**Run 1: close-up of the layout**

Bar = 10 microns. Region (29, 14) to (54, 39) microns. Cells in gray, sequential cells in the stronger gray; small squares are vias.
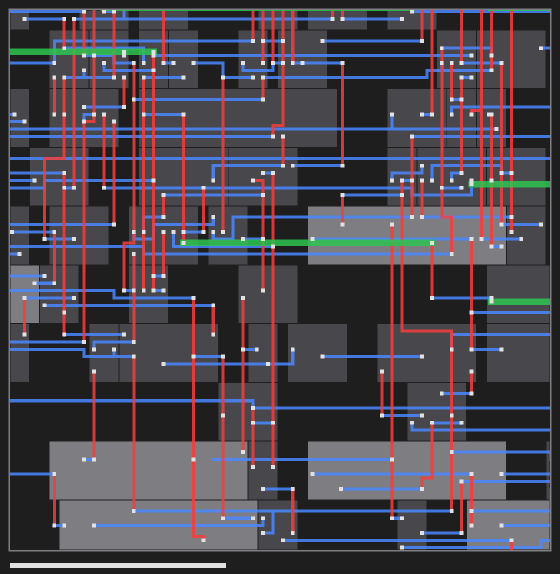
**Run 1: congestion heat map**

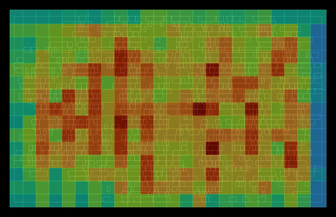
**Run 1: where the registers sit**

Bar = 50 microns. Other sequential cells in the stronger gray, the rest of the logic in the fainter gray.
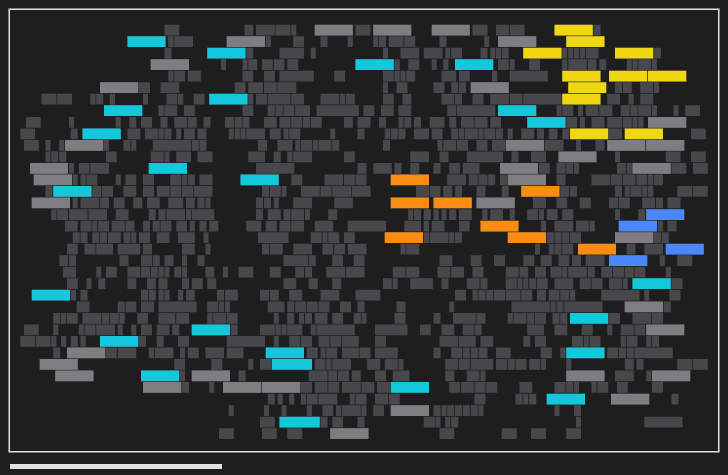
[src/rtl/rgb_pwm_pkg.sv]
// Shared definitions for the RGB PWM fader: sequencer states, channel
// vector type and the one-LSB fade step helper.
package rgb_pwm_pkg;

    localparam int NUM_CH = 3;

    typedef enum logic [1:0] {
        OFF    = 2'd0,
        WARMUP = 2'd1,
        RUN    = 2'd2,
        FADE   = 2'd3
    } state_t;

    // One bit per colour channel (index 0 = RGB0).
    typedef logic [NUM_CH-1:0] ch_bits_t;

    // Move cur one LSB toward tgt; hold when already equal.
    function automatic int step_toward(input int cur, input int tgt);
        int nxt;
        if (tgt > cur) begin
            nxt = cur + 32'sd1;
        end else if (tgt < cur) begin
            nxt = cur - 32'sd1;
        end else begin
            nxt = cur;
        end
        return nxt;
    endfunction

endpackage

[src/rtl/rgb_pwm_fader_if.sv]
// Colour command channel: valid/ready handshake carrying the fade flag and
// the three target duties.
interface rgb_pwm_fader_if #(
    parameter int PWM_BITS = 8
);
    logic                cmd_valid;
    logic                cmd_ready;
    logic                cmd_fade;
    logic [PWM_BITS-1:0] cmd_r;
    logic [PWM_BITS-1:0] cmd_g;
    logic [PWM_BITS-1:0] cmd_b;

    modport master (
        output cmd_valid, cmd_fade, cmd_r, cmd_g, cmd_b,
        input  cmd_ready
    );

    modport slave (
        input  cmd_valid, cmd_fade, cmd_r, cmd_g, cmd_b,
        output cmd_ready
    );
endinterface

[src/rtl/rgb_pwm_timebase.sv]
// PWM timebase: prescaler producing tick, period counter pcnt and the
// period-end strobe pend. Held at zero while run is low.
module rgb_pwm_timebase #(
    parameter int PWM_BITS = 8,
    parameter int PRESCALE = 16
) (
    input  logic                clk,
    input  logic                rst_n,
    input  logic                run,
    output logic                tick,
    output logic [PWM_BITS-1:0] pcnt,
    output logic                pend
);
    localparam int                PRE_W     = (PRESCALE > 1) ? $clog2(PRESCALE) : 1;
    localparam logic [PRE_W-1:0]  PRE_LAST  = PRE_W'(PRESCALE - 1);
    localparam logic [PRE_W-1:0]  PRE_ONE   = PRE_W'(1);
    localparam logic [PWM_BITS-1:0] PCNT_LAST = {PWM_BITS{1'b1}};
    localparam logic [PWM_BITS-1:0] PCNT_ONE  = PWM_BITS'(1);

    logic [PRE_W-1:0] pre_r;

    assign tick = run & (pre_r == PRE_LAST);
    assign pend = tick & (pcnt == PCNT_LAST);

    // Prescaler and PWM counter; both cleared whenever the sequencer is off.
    always_ff @(posedge clk or negedge rst_n) begin
        if (!rst_n) begin
            pre_r <= {PRE_W{1'b0}};
            pcnt  <= {PWM_BITS{1'b0}};
        end else if (!run) begin
            pre_r <= {PRE_W{1'b0}};
            pcnt  <= {PWM_BITS{1'b0}};
        end else if (tick) begin
            pre_r <= {PRE_W{1'b0}};
            pcnt  <= pcnt + PCNT_ONE;
        end else begin
            pre_r <= pre_r + PRE_ONE;
            pcnt  <= pcnt;
        end
    end

endmodule

[src/rtl/rgb_pwm_fader.sv]
// Three-channel PWM / fade sequencer for an SB_RGBA_DRV: current-reference
// warm-up, then jump or ramp commands applied only at PWM period boundaries.
module rgb_pwm_fader
    import rgb_pwm_pkg::*;
#(
    parameter int PWM_BITS      = 8,
    parameter int PRESCALE      = 16,
    parameter int FADE_DIV      = 4,
    parameter int WARMUP_CYCLES = 1200
) (
    input  logic           clk,
    input  logic           resetn,
    input  logic           en,
    rgb_pwm_fader_if.slave cmd,
    output logic           rgb0_pwm,
    output logic           rgb1_pwm,
    output logic           rgb2_pwm,
    output logic           curren,
    output logic           rgbleden,
    output logic           busy
);
    localparam int                WARM_W    = (WARMUP_CYCLES > 1) ? $clog2(WARMUP_CYCLES) : 1;
    localparam int                FADE_W    = (FADE_DIV > 1) ? $clog2(FADE_DIV) : 1;
    localparam logic [WARM_W-1:0] WARM_LAST = WARM_W'(WARMUP_CYCLES - 1);
    localparam logic [WARM_W-1:0] WARM_ONE  = WARM_W'(1);
    localparam logic [FADE_W-1:0] FADE_LAST = FADE_W'(FADE_DIV - 1);
    localparam logic [FADE_W-1:0] FADE_ONE  = FADE_W'(1);

    state_t              state_r;
    state_t              state_next_s;
    logic [WARM_W-1:0]   wcnt_r;
    logic [FADE_W-1:0]   fcnt_r;
    logic                jmp_pend_r;

    logic [PWM_BITS-1:0] duty_r      [NUM_CH];
    logic [PWM_BITS-1:0] tgt_r       [NUM_CH];
    logic [PWM_BITS-1:0] cmd_duty_s  [NUM_CH];
    logic [PWM_BITS-1:0] step_duty_s [NUM_CH];
    ch_bits_t            at_tgt_s;
    ch_bits_t            pwm_cmp_s;
    ch_bits_t            pwm_r;

    logic                tick_s;
    logic                pend_s;
    logic [PWM_BITS-1:0] pcnt_s;
    logic                period_end_s;
    logic                accept_s;
    logic                fade_step_s;
    logic                run_s;
    logic                run_next_s;
    logic                clear_s;

    logic                ready_r;
    logic                curren_r;
    logic                rgbleden_r;
    logic                busy_r;

    rgb_pwm_timebase #(
        .PWM_BITS (PWM_BITS),
        .PRESCALE (PRESCALE)
    ) u_timebase (
        .clk   (clk),
        .rst_n (resetn),
        .run   (run_s),
        .tick  (tick_s),
        .pcnt  (pcnt_s),
        .pend  (pend_s)
    );

    assign run_s        = (state_r != OFF);
    assign run_next_s   = (state_next_s != OFF);
    assign clear_s      = (state_next_s == OFF);
    // pend is only defined on a tick; qualify it so a period end is unambiguous.
    assign period_end_s = tick_s & pend_s;
    assign accept_s     = cmd.cmd_valid & ready_r;
    assign fade_step_s  = (state_r == FADE) & period_end_s & (fcnt_r == FADE_LAST);

    assign cmd_duty_s[0] = cmd.cmd_r;
    assign cmd_duty_s[1] = cmd.cmd_g;
    assign cmd_duty_s[2] = cmd.cmd_b;

    // Per-channel compare and one-LSB step toward target.
    for (genvar i = 0; i < NUM_CH; i++) begin : g_ch
        assign step_duty_s[i] = PWM_BITS'(step_toward(int'(duty_r[i]), int'(tgt_r[i])));
        assign at_tgt_s[i]    = (step_duty_s[i] == tgt_r[i]);
        assign pwm_cmp_s[i]   = (pcnt_s < duty_r[i]);
    end

    // Next-state logic; dropping en forces OFF from any state.
    always_comb begin
        state_next_s = state_r;
        if (!en) begin
            state_next_s = OFF;
        end else begin
            case (state_r)
                OFF: begin
                    state_next_s = WARMUP;
                end
                WARMUP: begin
                    if (wcnt_r == WARM_LAST) begin
                        state_next_s = RUN;
                    end else begin
                        state_next_s = WARMUP;
                    end
                end
                RUN: begin
                    if (accept_s && cmd.cmd_fade) begin
                        state_next_s = FADE;
                    end else begin
                        state_next_s = RUN;
                    end
                end
                FADE: begin
                    if (fade_step_s && (&at_tgt_s)) begin
                        state_next_s = RUN;
                    end else begin
                        state_next_s = FADE;
                    end
                end
                default: begin
                    state_next_s = OFF;
                end
            endcase
        end
    end

    // State register, warm-up counter, fade-period counter and jump-pending flag.
    always_ff @(posedge clk or negedge resetn) begin
        if (!resetn) begin
            state_r    <= OFF;
            wcnt_r     <= {WARM_W{1'b0}};
            fcnt_r     <= {FADE_W{1'b0}};
            jmp_pend_r <= 1'b0;
        end else begin
            state_r <= state_next_s;

            if ((state_r == WARMUP) && (state_next_s == WARMUP)) begin
                wcnt_r <= wcnt_r + WARM_ONE;
            end else begin
                wcnt_r <= {WARM_W{1'b0}};
            end

            if ((state_r != FADE) || (state_next_s != FADE)) begin
                fcnt_r <= {FADE_W{1'b0}};
            end else if (period_end_s) begin
                fcnt_r <= (fcnt_r == FADE_LAST) ? {FADE_W{1'b0}} : (fcnt_r + FADE_ONE);
            end else begin
                fcnt_r <= fcnt_r;
            end

            // A newer jump overrides an unapplied one; a fade cancels it.
            if (clear_s) begin
                jmp_pend_r <= 1'b0;
            end else if (accept_s) begin
                jmp_pend_r <= ~cmd.cmd_fade;
            end else if (period_end_s) begin
                jmp_pend_r <= 1'b0;
            end else begin
                jmp_pend_r <= jmp_pend_r;
            end
        end
    end

    // Target and active duty registers; duty only changes on a period end.
    always_ff @(posedge clk or negedge resetn) begin
        if (!resetn) begin
            for (int i = 0; i < NUM_CH; i++) begin
                duty_r[i] <= {PWM_BITS{1'b0}};
                tgt_r[i]  <= {PWM_BITS{1'b0}};
            end
        end else begin
            for (int i = 0; i < NUM_CH; i++) begin
                if (clear_s) begin
                    duty_r[i] <= {PWM_BITS{1'b0}};
                    tgt_r[i]  <= {PWM_BITS{1'b0}};
                end else begin
                    if (accept_s) begin
                        tgt_r[i] <= cmd_duty_s[i];
                    end else begin
                        tgt_r[i] <= tgt_r[i];
                    end

                    if (period_end_s && jmp_pend_r) begin
                        duty_r[i] <= tgt_r[i];
                    end else if (fade_step_s) begin
                        duty_r[i] <= step_duty_s[i];
                    end else begin
                        duty_r[i] <= duty_r[i];
                    end
                end
            end
        end
    end

    // Registered outputs, decoded from the state being entered.
    always_ff @(posedge clk or negedge resetn) begin
        if (!resetn) begin
            pwm_r      <= {NUM_CH{1'b0}};
            curren_r   <= 1'b0;
            rgbleden_r <= 1'b0;
            ready_r    <= 1'b0;
            busy_r     <= 1'b0;
        end else begin
            pwm_r      <= run_next_s ? pwm_cmp_s : {NUM_CH{1'b0}};
            curren_r   <= run_next_s;
            rgbleden_r <= (state_next_s == RUN) || (state_next_s == FADE);
            ready_r    <= (state_next_s == RUN);
            busy_r     <= (state_next_s == WARMUP) || (state_next_s == FADE);
        end
    end

    assign rgb0_pwm      = pwm_r[0];
    assign rgb1_pwm      = pwm_r[1];
    assign rgb2_pwm      = pwm_r[2];
    assign curren        = curren_r;
    assign rgbleden      = rgbleden_r;
    assign busy          = busy_r;
    assign cmd.cmd_ready = ready_r;

endmodule

[src/flat_wrapper.sv]
// flat-port wrapper written by rule: the top's interface ports become plain ports
module rgb_pwm_fader_flat import rgb_pwm_pkg::*;
#(
    parameter int PWM_BITS      = 8,
    parameter int PRESCALE      = 16,
    parameter int FADE_DIV      = 4,
    parameter int WARMUP_CYCLES = 1200
)
  (clk, resetn, en, rgb0_pwm, rgb1_pwm, rgb2_pwm, curren, rgbleden, busy, cmd_cmd_valid, cmd_cmd_fade, cmd_cmd_r, cmd_cmd_g, cmd_cmd_b, cmd_cmd_ready);
  rgb_pwm_fader_if #(.PWM_BITS(PWM_BITS)) cmd_i ();
  input  logic clk;
  input  logic resetn;
  input  logic en;
  output logic rgb0_pwm;
  output logic rgb1_pwm;
  output logic rgb2_pwm;
  output logic curren;
  output logic rgbleden;
  output logic busy;
  input wire logic [$bits(cmd_i.cmd_valid)-1:0] cmd_cmd_valid;
  input wire logic [$bits(cmd_i.cmd_fade)-1:0] cmd_cmd_fade;
  input wire logic [$bits(cmd_i.cmd_r)-1:0] cmd_cmd_r;
  input wire logic [$bits(cmd_i.cmd_g)-1:0] cmd_cmd_g;
  input wire logic [$bits(cmd_i.cmd_b)-1:0] cmd_cmd_b;
  output wire logic [$bits(cmd_i.cmd_ready)-1:0] cmd_cmd_ready;
  assign cmd_i.cmd_valid = cmd_cmd_valid;
  assign cmd_i.cmd_fade = cmd_cmd_fade;
  assign cmd_i.cmd_r = cmd_cmd_r;
  assign cmd_i.cmd_g = cmd_cmd_g;
  assign cmd_i.cmd_b = cmd_cmd_b;
  assign cmd_cmd_ready = cmd_i.cmd_ready;
  rgb_pwm_fader #(.PWM_BITS(PWM_BITS), .PRESCALE(PRESCALE), .FADE_DIV(FADE_DIV), .WARMUP_CYCLES(WARMUP_CYCLES)) u_core (.clk(clk), .resetn(resetn), .en(en), .cmd(cmd_i), .rgb0_pwm(rgb0_pwm), .rgb1_pwm(rgb1_pwm), .rgb2_pwm(rgb2_pwm), .curren(curren), .rgbleden(rgbleden), .busy(busy));
endmodule
[config.mk]
export PLATFORM = sky130hd
export DESIGN_NAME = rgb_pwm_fader_flat
export DESIGN_NICKNAME = d
export VERILOG_FILES = /design/src/rtl/rgb_pwm_pkg.sv /design/src/rtl/rgb_pwm_fader_if.sv /design/src/rtl/rgb_pwm_timebase.sv /design/src/rtl/rgb_pwm_fader.sv /design/src/flat_wrapper.sv
export SDC_FILE = /design/constraint.sdc
export NUM_CORES = 1
export LEC_CHECK = 0
export CAP_MARGIN = 20
export CORE_AREA = 2 2 165 102
export DETAILED_ROUTE_END_ITERATION = 10
export DIE_AREA = 0 0 167 104
export RECOVER_POWER = 50
export SLEW_MARGIN = 30
export SYNTH_ARGS = -nofsm -noshare
export SYNTH_HDL_FRONTEND = slang
export SYNTH_SLANG_ARGS = --single-unit
[constraint.sdc]
create_clock -name clk -period 3.23 [get_ports clk]
set_clock_uncertainty 0.2 [all_clocks]
set_input_delay 0.646 -clock clk [delete_from_list [all_inputs] [get_ports clk]]
set_output_delay 0.646 -clock clk [all_outputs]
set_load 0.02 [all_outputs]
==> ci_impl_report.md, run 1 <==
### Metrics collected by this job

| Metric | Value |
|---|---|
| Outcome | finished with violations |
| Violations in the final reports | negative setup slack |
| Number of well-tap cells placed | 209 |
| Placement Setup Slack | -0.156 ns |
| Number of hold-repair buffers added at the cts stage | 0 |
| Number of remaining DRC errors | 0 |
| Fraction of the mapped netlist area in simple logic gates | 23.9% |
| Cells on Worst Hold Path | 1 |
| Total gr overflow | 0 |
| Number of non-clock buffers | 182 |
| Post-Synthesis Cell Area | 0.00624 sq mm |
| Start-to-end type of the worst setup path | flip-flop to flip-flop |
| Endpoint class of the critical path | flip-flop |
| Worst-case setup margin in the final layout | -0.115 ns |
| Clock transition at path regs | 0.07 ns |
| Layout overhead on the synthesized area | 33.7% |
| Worst-path maximum fanout | 3 |
| Timing-limited maximum frequency | 0.299 GHz |
| Startpoint of the worst hold path | u_core.u_timebase.pre_r[0] |
| Fraction of layout cells with a size suffix above 1 | 23.2% |
| FF+latch count | 83 |
| Area fraction in compound gates | 19.4% |
| Fraction of the cycle the final worst path needs | 104% |
| Final clock-cell share | 3.53% |
| Total power after layout | 2.19 mW |
| Final setup violating endpoints | 4 |
| Count of buffers inserted at the top-level ports | 35 |
| Slew of the pin with the lowest slew margin | 1.19 ns |
| R2R depth | 10 |
| Routed WL | 21300 microns |
| Chip area | 0.0174 sq mm |
| Logic area | 0.00413 sq mm |
| Dominant kind of cell by area | logic gates |
| TritonCTS Sinks | 83 |
| Cell total in the yosys stat output | 750 |
| Path type of the worst min-delay path | flip-flop to flip-flop |
| Top_reg_cell synth | dfrtp_1 |
| H-tree Lvls | 3 |
| Wire length of the first global-routing pass | 34100 microns |
| Commonest non-fill, non-tap cell in the layout | buf_4 |
| Estimated wirelength of the detail-placed design | 16100 microns |
| Unrepaired setup endpoints after global routing | true |
| Mean Syn Cell Area | 8.31 sq um |
| CTS Root Cell | clkbuf_16 |
| Placed Instances | 1098 |
| Comb area share | 49.6% |
| Critical path, cell by cell | ha_4, nand4_1, or2_4, a31oi_4, xnor2_2, a311oi_1, o2111ai_1, or4_4, nor4b_4, a21oi_1 |
| Die boundary width | 167 microns |
| Number of enable-type register cells in the synthesized netlist | 0 |
| Setup slack of the worst register-to-register path | -0.12 ns |
| Maximum buffer depth of the clock tree | 2 |
| Multiplexer share of the synthesized area | 0.823% |
| Power per Cell Area | 263 mW/mm^2 |
| Setup total negative slack | -0.309 ns |
| Yosys stat chip area | 0.00624 sq mm |
| Std-Cell Rows | 36 |
| Global-route usage over all layers | 25.1% |
| Count of antenna-violating nets left after detailed routing | 0 |
| Number of nets at the end of the flow | 991 |
| Worst relative slew slack | 20.8% |
| Launching element type of the critical path | flip-flop |
| Top cells excl fill/tap | 141 x buf_4, 81 x dfrtp_1, 80 x nand2_1 |
| Cell Count, Final, Fillers Out | 1121 |
| First-pass detailed-route iteration total | 5 |
| Reg-to-Reg Start | u_core.tgt_r[5] |
## Picture notes: 'close-up of the layout'
Key: red = met2; green = met3; blue = met1
Most frequent: buf_4 (7), nor2_1 (6), dfrtp_1 (4). Sequential cells in the window: 4. Netlist names of flops here include u_core.duty_r (2). 42 logic cells have their middle in the window.

## Picture notes: 'congestion heat map'
Most Crowded Layer GR: met1
met3 routing resource usage after global routing: 6.28%
routed wirelength normalized by instance count: 19.0 microns
met2 capacity usage during global routing: 34.8%
post-layout utilization of the core: 52.4%

## Picture notes: 'where the registers sit'
Key: yellow = u_core.wcnt_r [flops 11, where upper right]; orange = u_core.u_timebase.pcnt [flops 8]; blue = u_core.u_timebase.pre_r [flops 4, where middle right]; cyan = u_core.duty_r [flops 24, where widely spread]
area used by sequential logic in the layout: 0.00208 sq mm
share of cell area taken by flip-flops and latches: 24.9%
power in sequential cells: 1.05 mW

-- run 1: where the power goes --
part / internal (mW) / switching [mW] / total [mW]
logic: 0.0397 / 0.0514 / 0.0911
clock network: 0.545 / 0.504 / 1.05
registers: 1.04 / 0.00576 / 1.05
total: 1.63 / 0.561 / 2.19
-- run 1: registers in the layout, summed over array words and instances, names as in the netlist, 2 cells and up --
signal                   cells
u_core.duty_r               24
u_core.fcnt_r                2
u_core.pwm_r                 3
u_core.state_r               2
u_core.tgt_r                24
u_core.u_timebase.pcnt       8
u_core.u_timebase.pre_r      4
u_core.wcnt_r               11
-- run 1: Yosys cell counts, drive strengths merged, types with 18 or more instances --
| master | number | area share, % |
|---|---|---|
| a21oi | 67 | 5.4 |
| nand2 | 80 | 4.8 |
| xnor2 | 28 | 3.9 |
| ha | 55 | 11 |
| dfrtp | 83 | 33 |
| nor2 | 75 | 4.5 |
| xor2 | 21 | 2.9 |
| nand4 | 18 | 1.8 |
| inv | 32 | 1.9 |
| o21ai | 36 | 2.9 |
| nand3 | 27 | 2.2 |
| nor3 | 30 | 2.4 |
| clkbuf | 33 | 2.0 |
-- run 1: routing by layer --
| layer | vias up | GRT usage [%] | part of all wire [%] |
|---|---|---|---|
| met4 | 0 | 5.79 | 1.5 |
| met5 | - | 0 | 0 |
| met2 | 201 | 34.8 | 41 |
| met1 | 3089 | 38.5 | 51 |
| met3 | 25 | 6.28 | 7.3 |
| li1 | 3028 | - | - |
-- run 1: through the flow --
stage          cell area [sq um]  utilization (%)  hold WS, ns
2_1_floorplan               6260                -        0.150
3_3_place_gp                7780             49.0        0.256
3_5_place_dp                7780             49.0        0.274
4_1_cts                     8210             51.6        0.107
5_1_grt                     8340             52.4        0.308
6_report                    8340             52.4        0.279
-- run 1: what timing repair did --
action,4_1_cts,5_1_grt
setup endpoints to repair,4,4
setup buffers,4,3
pin swaps,7,9
gates resized,22,22
-- run 1: worst max-delay path: cells and delay by family, from the launching register on --
kind                       cells  cell delay (ns)
AOI/OAI and AO/OA              4             0.73
xor gates and xnor gates       1             0.08
adders and majority gates      1             0.28
DFF                            1             0.42
and+or+nand+nor                4             1.50
-- run 1: cell families (layout without fill, tap and decap cells) --
| family | after synthesis | count (layout) |
|---|---|---|
| AND/OR/NAND/NOR | 302 | 302 |
| buffers and inverters | 68 | 230 |
| XOR/XNOR | 50 | 50 |
| AND-OR/OR-AND | 187 | 187 |
| adder cells (fa/ha/maj) | 55 | 55 |
| flip-flops | 83 | 83 |
| multiplexers | 5 | 5 |
-- run 1: worst max-delay path by stage --
stage | from | endpoint | slack, ns | cells past startpoint
floorplan | u_core.duty_r[1] | u_core.busy | 0.008 | 11
global placement | u_core.duty_r[1] | u_core.busy | -0.20 | 12
detailed placement | u_core.duty_r[1] | u_core.busy | -0.16 | 12
CTS | u_core.duty_r[0] | u_core.busy | -0.03 | 11
global route | u_core.tgt_r[5] | u_core.busy | -0.24 | 10
finish | u_core.tgt_r[5] | u_core.busy | -0.12 | 10
==> run 2, diff against run 1 <==
--- a/config.mk
+++ b/config.mk
@@ -6,9 +6,10 @@
 export NUM_CORES = 1
 export LEC_CHECK = 0
 export CAP_MARGIN = 20
-export CORE_AREA = 2 2 165 102
+export CORE_AREA = 2 2 128 130
 export DETAILED_ROUTE_END_ITERATION = 10
-export DIE_AREA = 0 0 167 104
+export DIE_AREA = 0 0 130 132
+export GPL_ROUTABILITY_DRIVEN = 0
 export RECOVER_POWER = 50
 export SLEW_MARGIN = 30
 export SYNTH_ARGS = -nofsm -noshare
**Run 2: congestion heat map**

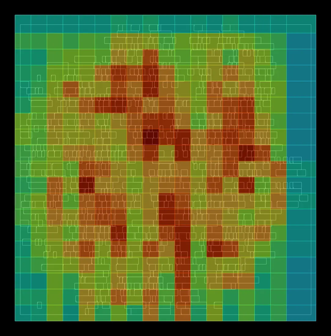
global-route usage over all layers: 23.3%
routed wirelength normalized by instance count: 17.5 microns

**Run 2: where the registers sit**

Bar = 50 microns. Other sequential cells in the stronger gray, the rest of the logic in the fainter gray.
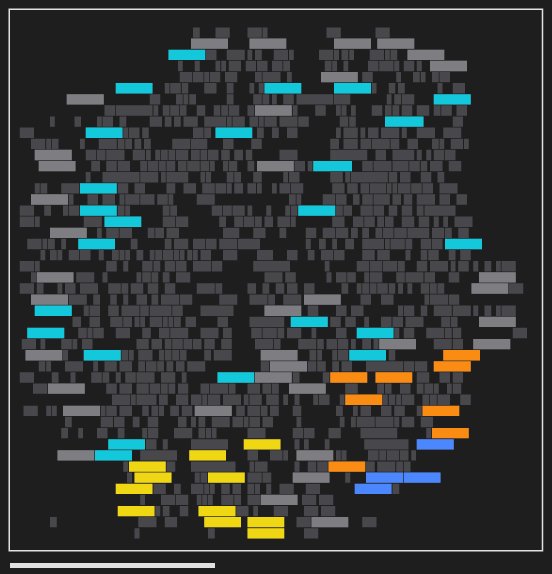
share of cell area taken by flip-flops and latches: 25.9%
post-layout utilization of the core: 51.0%

**Run 2: nets reached from selected ports**

Bar = 50 microns.
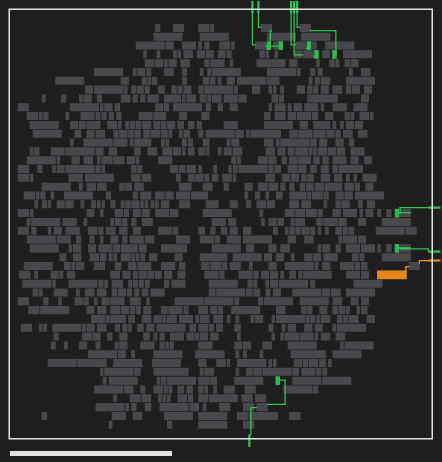
Key: green = cmd_cmd_b [bits 8, direction input, edge 5 top, 2 right, 1 bottom, end cells 8, buffers 8, wire 136 microns]; orange = rgb2_pwm [bits 1, direction output, edge right, end cells 1, buffers 1, wire 6.50 microns]

==> run 2 against run 1 <==
  * The flow still finishes with violations (negative setup slack)
  * Non-clock buffer count shrank 31
  * Core utilization down 1.4 points
  * Area after synthesis unchanged
==> ci_impl_report.md, run 2 <==
### Metrics collected by this job

| Metric | Value |
|---|---|
| Outcome | finished with violations |
| Violations in the final reports | negative setup slack |
| R2R depth | 10 |
| Cells on Worst Hold Path | 1 |
| Synth warnings | 0 |
| TritonCTS clock tree | yes |
| TritonCTS Sinks | 83 |
| Biggest regs | u_core.duty_r: 24 flops, u_core.tgt_r: 24 flops, u_core.wcnt_r: 11 flops |
| Initial antenna violation count | 0 |
| Number of remaining DRC errors | 0 |
| Number of buffers added by the clock tree synthesis step | 9 |
| Total power after layout | 2.32 mW |
| Layout overhead on the synthesized area | 28.6% |
| Slew of the pin with the lowest slew margin | 1.24 ns |
| Worst-path maximum fanout | 5 |
| Std-Cell Rows | 46 |
| Part of the Yosys area used for sequential elements | 33.3% |
| Number of max-slew violations in the final report | 0 |
| H-tree Lvls | 3 |
| Mean Syn Cell Area | 8.31 sq um |
| Standby leakage power | 3.47 nW |
| CTS Root Cell | clkbuf_16 |
| Number of global-route vias before repair | 6106 |
| Chip area | 0.0172 sq mm |
| Commonest non-fill, non-tap cell in the layout | buf_4 |
| Routed WL | 19200 microns |
| Top_reg_cell synth | dfrtp_1 |
| Startpoint of the worst hold path | u_core.u_timebase.pre_r[0] |
| Worst-case setup margin in the final layout | -0.104 ns |
| Critical path, cell by cell | inv_1, ha_1, a21oi_1, a21o_1, nand3_1, o22a_1, xnor2_1, or4_4, nor4b_4, a21oi_1 |
| Max-capacitance violation count | 0 |
| Total gr overflow | 0 |
| Effective utilization at floorplan | 39.7% |
| Number of different library cells in the post-synthesis netlist | 66 |
| Clock transition at path regs | 0.07 ns |
| Filler instances | 1499 |
| Final worst hold slack | 0.274 ns |
| Cell with the most instances after synthesis | dfrtp_1 |
| Fraction of layout cells with a size suffix above 1 | 18.5% |
| Start-to-end type of the worst setup path | flip-flop to flip-flop |
| Count of antenna-violating nets left after detailed routing | 0 |
| Top cells by area | dfrtp_1 33%, ha_1 11%, a21oi_1 5.4% |
| Critical path data arrival time | 3.35 ns |
| Maximum VDD drop | 0.266 mV |
| Later-pin clock latency in the skew report | 0.36 ns |
| Timing-limited maximum frequency | 0.300 GHz |
| Endpoint of the worst register-to-register path | u_core.state_r[0] |
| Async set-reset flop share out of synthesis | 100% |
| Setup slack of the worst register-to-register path | -0.10 ns |
| Path type of the worst min-delay path | flip-flop to flip-flop |
| WP data required | 3.24 ns |
| Antenna cell count | 0 |
| Endpoint class of the critical path | flip-flop |
| Slowest cell on the critical path | or4_4 |
| Library cell with the largest summed area after synthesis | dfrtp_1 |
| Yosys stat chip area | 0.00624 sq mm |
| Largest net degree at the start of global routing | 48 |
| Unrepaired setup endpoints after global routing | true |
| Die boundary width | 130 microns |
| Cell occurring most often along the worst timing path | a21oi_1 |
| Number of warnings in the stage logs | 31 |
| Count of buffers inserted at the top-level ports | 35 |
| First-pass detailed-route iteration total | 6 |
| Net count entering floorplan | 834 |
| Cell total in the yosys stat output | 750 |
| Largest incremental delay on the critical path | 0.57 ns |
| Final-report hold violation count | 0 |
| Launching element type of the critical path | flip-flop |
| Number of enable-type register cells in the synthesized netlist | 0 |
| Maximum buffer depth of the clock tree | 2 |
| Fraction of the cycle the final worst path needs | 103% |
| Top cells excl fill/tap | 114 x buf_4, 81 x dfrtp_1, 80 x nand2_1 |
| Worst relative slew slack | 17.6% |
| Min cycle time layout | 3.33 ns |
| Top area contributor share | 33.3% |
| Wire length of the first global-routing pass | 31600 microns |
| Hold-critical path endpoint | u_core.u_timebase.pre_r[0] |
| Reg-to-Reg Start | u_core.duty_r[19] |
| Core outline area | 0.0157 sq mm |
| Commonest cells in the synthesized netlist | 83 x dfrtp_1, 80 x nand2_1, 75 x nor2_1 |
| Number of I/O pins | 36 |
| Post-Synthesis Cell Area | 0.00624 sq mm |
| Final setup violating endpoints | 4 |
| Number of nets at the end of the flow | 960 |
| Power per Cell Area | 289 mW/mm^2 |
| Flip-flop and latch count after synthesis | 83 |
| Estimated wirelength of the detail-placed design | 14200 microns |
## run 2: cell counts after synthesis
Identical to the previous run, type by type.
## run 2: logic make-up (layout without fill, tap and decap cells)
logic type	count (synthesis)	count (layout)	share of synthesized area, %
muxes	5	5	0.823
buffers and inverters	68	199	4.29
adders and majority gates	55	55	11.0
DFF	83	83	33.3
AOI/OAI and AO/OA	187	187	19.4
xor gates and xnor gates	50	50	7.24
and+or+nand+nor	302	302	23.9
## run 2: stage by stage
step	worst slack (ns)	cell area (sq um)	instances	TNS, ns	utilization [%]
detailed placement	-0.0682	7570	1075	-0.165	48.2
floorplan	0.00837	6260	750	0	-
finish	-0.104	8020	1097	-0.231	51.0
global route	-0.273	8020	1097	-0.906	51.0
global placement	0.0252	7570	1075	0	48.2
CTS	-0.0452	7960	1094	-0.113	50.7
## run 2: worst max-delay path, delay by kind of cell, from the launching register on
kind,cells,cell delay [ns]
adders and majority gates,1,0.29
and+or+nand+nor,3,1.07
AOI/OAI and AO/OA,4,0.97
xor gates and xnor gates,1,0.16
DFF,1,0.38
buffers and inverters,1,0.14
## run 2: metal layers
| layer | part of all wire (%) | global-route usage (%) | routed length, microns | up-vias |
|---|---|---|---|---|
| li1 | - | - | - | 2969 |
| met1 | 44 | 31.0 | 8380 | 3007 |
| met2 | 49 | 39.1 | 9470 | 216 |
| met3 | 4.8 | 3.53 | 921 | 37 |
| met4 | 2.4 | 7.05 | 460 | 0 |
| met5 | 0 | 0 | 0 | - |
## run 2: worst max path at each step
| stage | from | endpoint | slack [ns] | depth (start not counted) |
|---|---|---|---|---|
| finish | u_core.duty_r[19] | u_core.state_r[0] | -0.10 | 10 |
| global route | u_core.duty_r[23] | u_core.state_r[0] | -0.27 | 13 |
| CTS | u_core.duty_r[1] | u_core.state_r[0] | -0.05 | 11 |
| detailed placement | u_core.duty_r[2] | u_core.state_r[0] | -0.07 | 11 |
| global placement | u_core.duty_r[17] | u_core.busy | 0.03 | 11 |
| floorplan | u_core.duty_r[1] | u_core.busy | 0.008 | 11 |
## run 2: what timing repair did
action / 4_1_cts / 5_1_grt
resized: 7 / 12
hold buffers: 0 / 0
pin swaps: 5 / 4
setup buffers: 3 / 3
setup endpoints to repair: 3 / 4
## run 2: final cells by class
cell class,instances,area [sq um],area share (%)
Clock buffer,10,239,2.98
Clock inverter,6,93.8,1.17
Inverter,32,120,1.50
Multi-Input combinational cell,599,4010,50.0
Sequential cell,83,2080,25.9
Tap cell,216,270,3.37
Timing Repair Buffer,151,1210,15.1
## run 2: where the power goes
| group | internal [mW] | switching [mW] |
|---|---|---|
| clock | 0.707 | 0.470 |
| sequential | 1.05 | 0.00573 |
| combinational | 0.0383 | 0.0495 |
| total | 1.79 | 0.525 |
==> run 3, diff against run 2 <==
--- a/config.mk
+++ b/config.mk
@@ -5,10 +5,10 @@
 export SDC_FILE = /design/constraint.sdc
 export NUM_CORES = 1
 export LEC_CHECK = 0
-export CAP_MARGIN = 20
-export CORE_AREA = 2 2 128 130
+export CAP_MARGIN = 10
+export CORE_AREA = 2 2 137 139
 export DETAILED_ROUTE_END_ITERATION = 10
-export DIE_AREA = 0 0 130 132
+export DIE_AREA = 0 0 139 141
 export GPL_ROUTABILITY_DRIVEN = 0
 export RECOVER_POWER = 50
 export SLEW_MARGIN = 30
**Run 3: where the registers sit**

Bar = 50 microns. Other sequential cells in the stronger gray, the rest of the logic in the fainter gray.
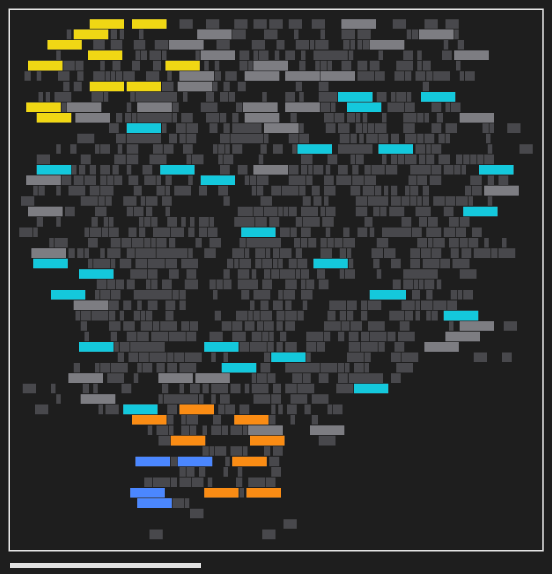
Key: cyan = u_core.duty_r [flops 24]; blue = u_core.u_timebase.pre_r [flops 4, where lower left]; orange = u_core.u_timebase.pcnt [flops 8, where bottom center]; yellow = u_core.wcnt_r [flops 11, where upper left]
Another 36 sequential cells are not colored.

**Run 3: nets reached from selected ports**

Bar = 50 microns.
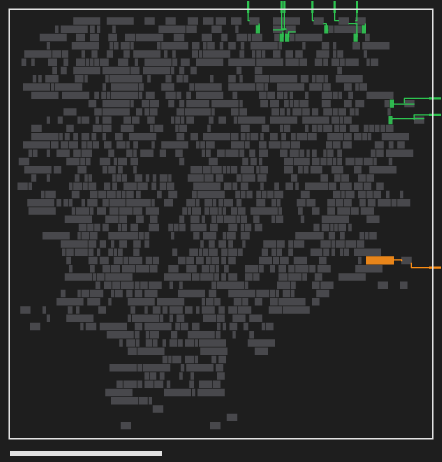
number of I/O pins: 36
count of buffers inserted at the top-level ports: 35

**Run 3: congestion heat map**

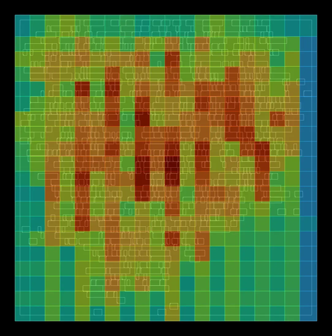
met3 routing resource usage after global routing: 3.09%
routed wirelength normalized by instance count: 17.4 microns
global-route usage over all layers: 20.2%

==> run 3 against run 2 <==
  * The run still ends with negative setup slack left
  * Maximum frequency up 1.7%
  * Design area is 1.2% higher
  * Sequential share of layout area decreased by 0.31 points
  * Global-route usage is 3.2 points lower
  * Setup slack better by 0.055 ns
  * Critical path depth grew 1
  * First-iteration DRC count is 36% lower
  * Total power shrank 3.5%
  * Largest cell class unchanged
==> ci_impl_report.md, run 3 <==
### Metrics collected by this job

| Metric | Value |
|---|---|
| Number of nets at the end of the flow | 970 |
| Wire length of the first global-routing pass | 31600 microns |
| Maximum VDD drop | 0.235 mV |
| Top cells by area | dfrtp_1 33%, ha_1 11%, a21oi_1 5.4% |
| Number of global-route vias before repair | 5997 |
| Final setup violating endpoints | 3 |
| Chip area | 0.0196 sq mm |
| Flip-flop and latch count after synthesis | 83 |
| Top area contributor share | 33.3% |
| Fraction of the cycle the final worst path needs | 102% |
| Final-report hold violation count | 0 |
| Final worst hold slack | 0.274 ns |
| Filler instances | 1824 |
| Proportion of total power due to net switching | 23.5% |
| Cell occurring most often along the worst timing path | a221oi_2 |
| Antenna cell count | 0 |
| Count of antenna-violating nets left after detailed routing | 0 |
| Critical path data arrival time | 3.37 ns |
| Net count entering floorplan | 834 |
| Worst relative slew slack | 5.39% |
| Top_reg_cell synth | dfrtp_1 |
| Violations in the final reports | negative setup slack |
| Commonest non-fill, non-tap cell in the layout | buf_4 |
| Slowest cell on the critical path | or4_4 |
| Number of buffers added by the clock tree synthesis step | 9 |
| NetSw | 524 uW |
| Cell with the most instances after synthesis | dfrtp_1 |
| Slew of the pin with the lowest slew margin | 1.42 ns |
| Max-capacitance violation count | 0 |
| Maximum buffer depth of the clock tree | 2 |
| Start-to-end type of the worst setup path | flip-flop to flip-flop |
| Async set-reset flop share out of synthesis | 100% |
| Launching element type of the critical path | flip-flop |
| Biggest regs | u_core.duty_r: 24 flops, u_core.tgt_r: 24 flops, u_core.wcnt_r: 11 flops |
| Part of the power in registers | 47.0% |
| Outcome | finished with violations |
| Number of enable-type register cells in the synthesized netlist | 0 |
| Routed WL | 19600 microns |
| Top cells excl fill/tap | 124 x buf_4, 82 x dfrtp_1, 80 x nand2_1 |
| Buffers and inverters on the worst path | 1 |
| Worst-path maximum fanout | 3 |
| Layout overhead on the synthesized area | 30.1% |
| Fraction of layout cells with a size suffix above 1 | 19.1% |
| Die boundary width | 139 microns |
| Number of max-slew violations in the final report | 0 |
| Standby leakage power | 3.51 nW |
| Later-pin clock latency in the skew report | 0.35 ns |
| Post-Synthesis Cell Area | 0.00624 sq mm |
| Std-Cell Rows | 50 |
| Core outline area | 0.0183 sq mm |
| Endpoint class of the critical path | flip-flop |
| Part of the Yosys area used for sequential elements | 33.3% |
| First-pass detailed-route iteration total | 6 |
| Min cycle time layout | 3.28 ns |
| TritonCTS Sinks | 83 |
| Clock transition at path regs | 0.07 ns |
| Worst-case setup margin in the final layout | -0.0490 ns |
| TritonCTS clock tree | yes |
| Mean Syn Cell Area | 8.31 sq um |
| Timing-limited maximum frequency | 0.305 GHz |
| Yosys stat chip area | 0.00624 sq mm |
| Library cell with the largest summed area after synthesis | dfrtp_1 |
run 3: cell types whose count changed in the layout (fill, tap and decap cells not counted), sizes merged:
cell / previous run / this run
clkbuf: 13 / 12
clkinvlp: 1 / 3
dlymetal6s2s: 0 / 1
bufinv: 2 / 1
buf: 114 / 124
inv: 35 / 34
run 3: layout make-up:
| cell class | count | area (sq um) | area share (%) |
|---|---|---|---|
| flip-flops and latches | 83 | 2080 | 25.6 |
| inverters | 32 | 120 | 1.48 |
| clock inverters | 6 | 70.1 | 0.864 |
| repair buffers | 161 | 1290 | 15.9 |
| multi-input cells | 599 | 4020 | 49.5 |
| clock buffers | 10 | 239 | 2.95 |
| well taps | 234 | 293 | 3.61 |
run 3: worst paths after layout:
path | from | depth (start not counted) | slack [ns] | end
max in group asynchronous | resetn | 2 | 0.51 | u_core.u_timebase.pcnt[5]
setup / recovery | u_core.duty_r[1] | 11 | -0.05 | u_core.cmd.cmd_ready
hold / removal | u_core.u_timebase.pre_r[0] | 1 | 0.27 | u_core.u_timebase.pre_r[0]
setup reg to reg | u_core.duty_r[1] | 11 | -0.05 | u_core.cmd.cmd_ready
min in group asynchronous | resetn | 1 | 0.32 | u_core.wcnt_r[3]
hold reg to reg | u_core.u_timebase.pre_r[0] | 1 | 0.27 | u_core.u_timebase.pre_r[0]
run 3: stage by stage:
stage	power [mW]	worst slack [ns]	area, sq um	TNS (ns)	cells
6_report	2.24	-0.0490	8110	-0.129	1125
5_1_grt	2.30	-0.198	8110	-0.739	1125
4_1_cts	2.26	-0.0171	8050	-0.0328	1122
3_5_place_dp	1.17	-0.0797	7680	-0.218	1105
3_3_place_gp	1.17	-0.124	7680	-0.354	1105
2_1_floorplan	1.09	0.00837	6260	0	750
run 3: power groups by stage:
| stage | combinational (mW) | sequential, mW | clock, mW |
|---|---|---|---|
| 2_1_floorplan | 0.0219 | 1.07 | 0 |
| 3_3_place_gp | 0.0964 | 1.07 | 0 |
| 3_5_place_dp | 0.0971 | 1.07 | 0 |
| 4_1_cts | 0.0977 | 1.05 | 1.11 |
| 5_1_grt | 0.101 | 1.05 | 1.15 |
| 6_report | 0.0912 | 1.05 | 1.09 |
run 3: timing repair:
action	in CTS	in global routing
hold buffers	0	0
buffers inserted	1	3
setup endpoints to repair	3	4
gates resized	10	9
pin swaps	7	7
run 3: logic make-up after synthesis:
family          Yosys count  synth area share, %
mux                       5                0.823
compound gates          187                 19.4
simple gates            302                 23.9
flops                    83                 33.3
buf+inv                  68                 4.29
xor+xnor                 50                 7.24
fa+ha+maj                55                 11.0
run 3: routing by layer:
layer / vias up / global-route usage [%] / part of all wire, %
met5: - / 0 / 0
met4: 0 / 7.92 / 3.3
met3: 40 / 3.09 / 4.0
met2: 160 / 34.3 / 48
met1: 2889 / 25.9 / 45
li1: 2992 / - / -

==> notes/layouts.md <==
Pictures saved along the way, in no particular order.

Logic cells by family.
image #1
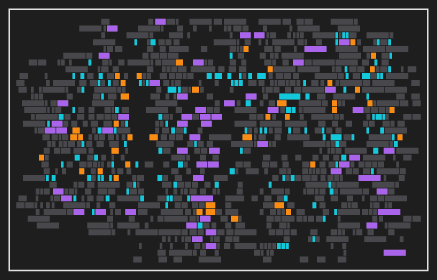
image #2
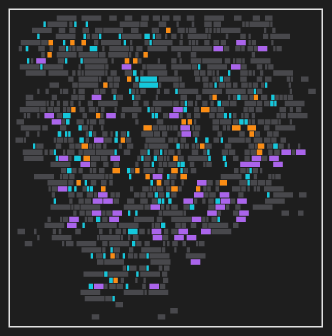
image #3
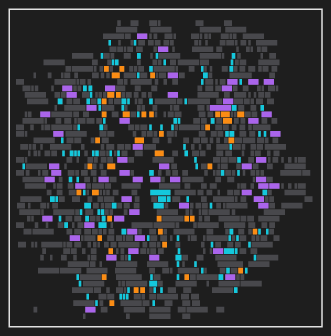
| picture | from |
|---|---|
| image #2 | run 3 |
| image #1 | run 1 |
| image #3 | run 2 |

Power and IR drop assume default switching activity.
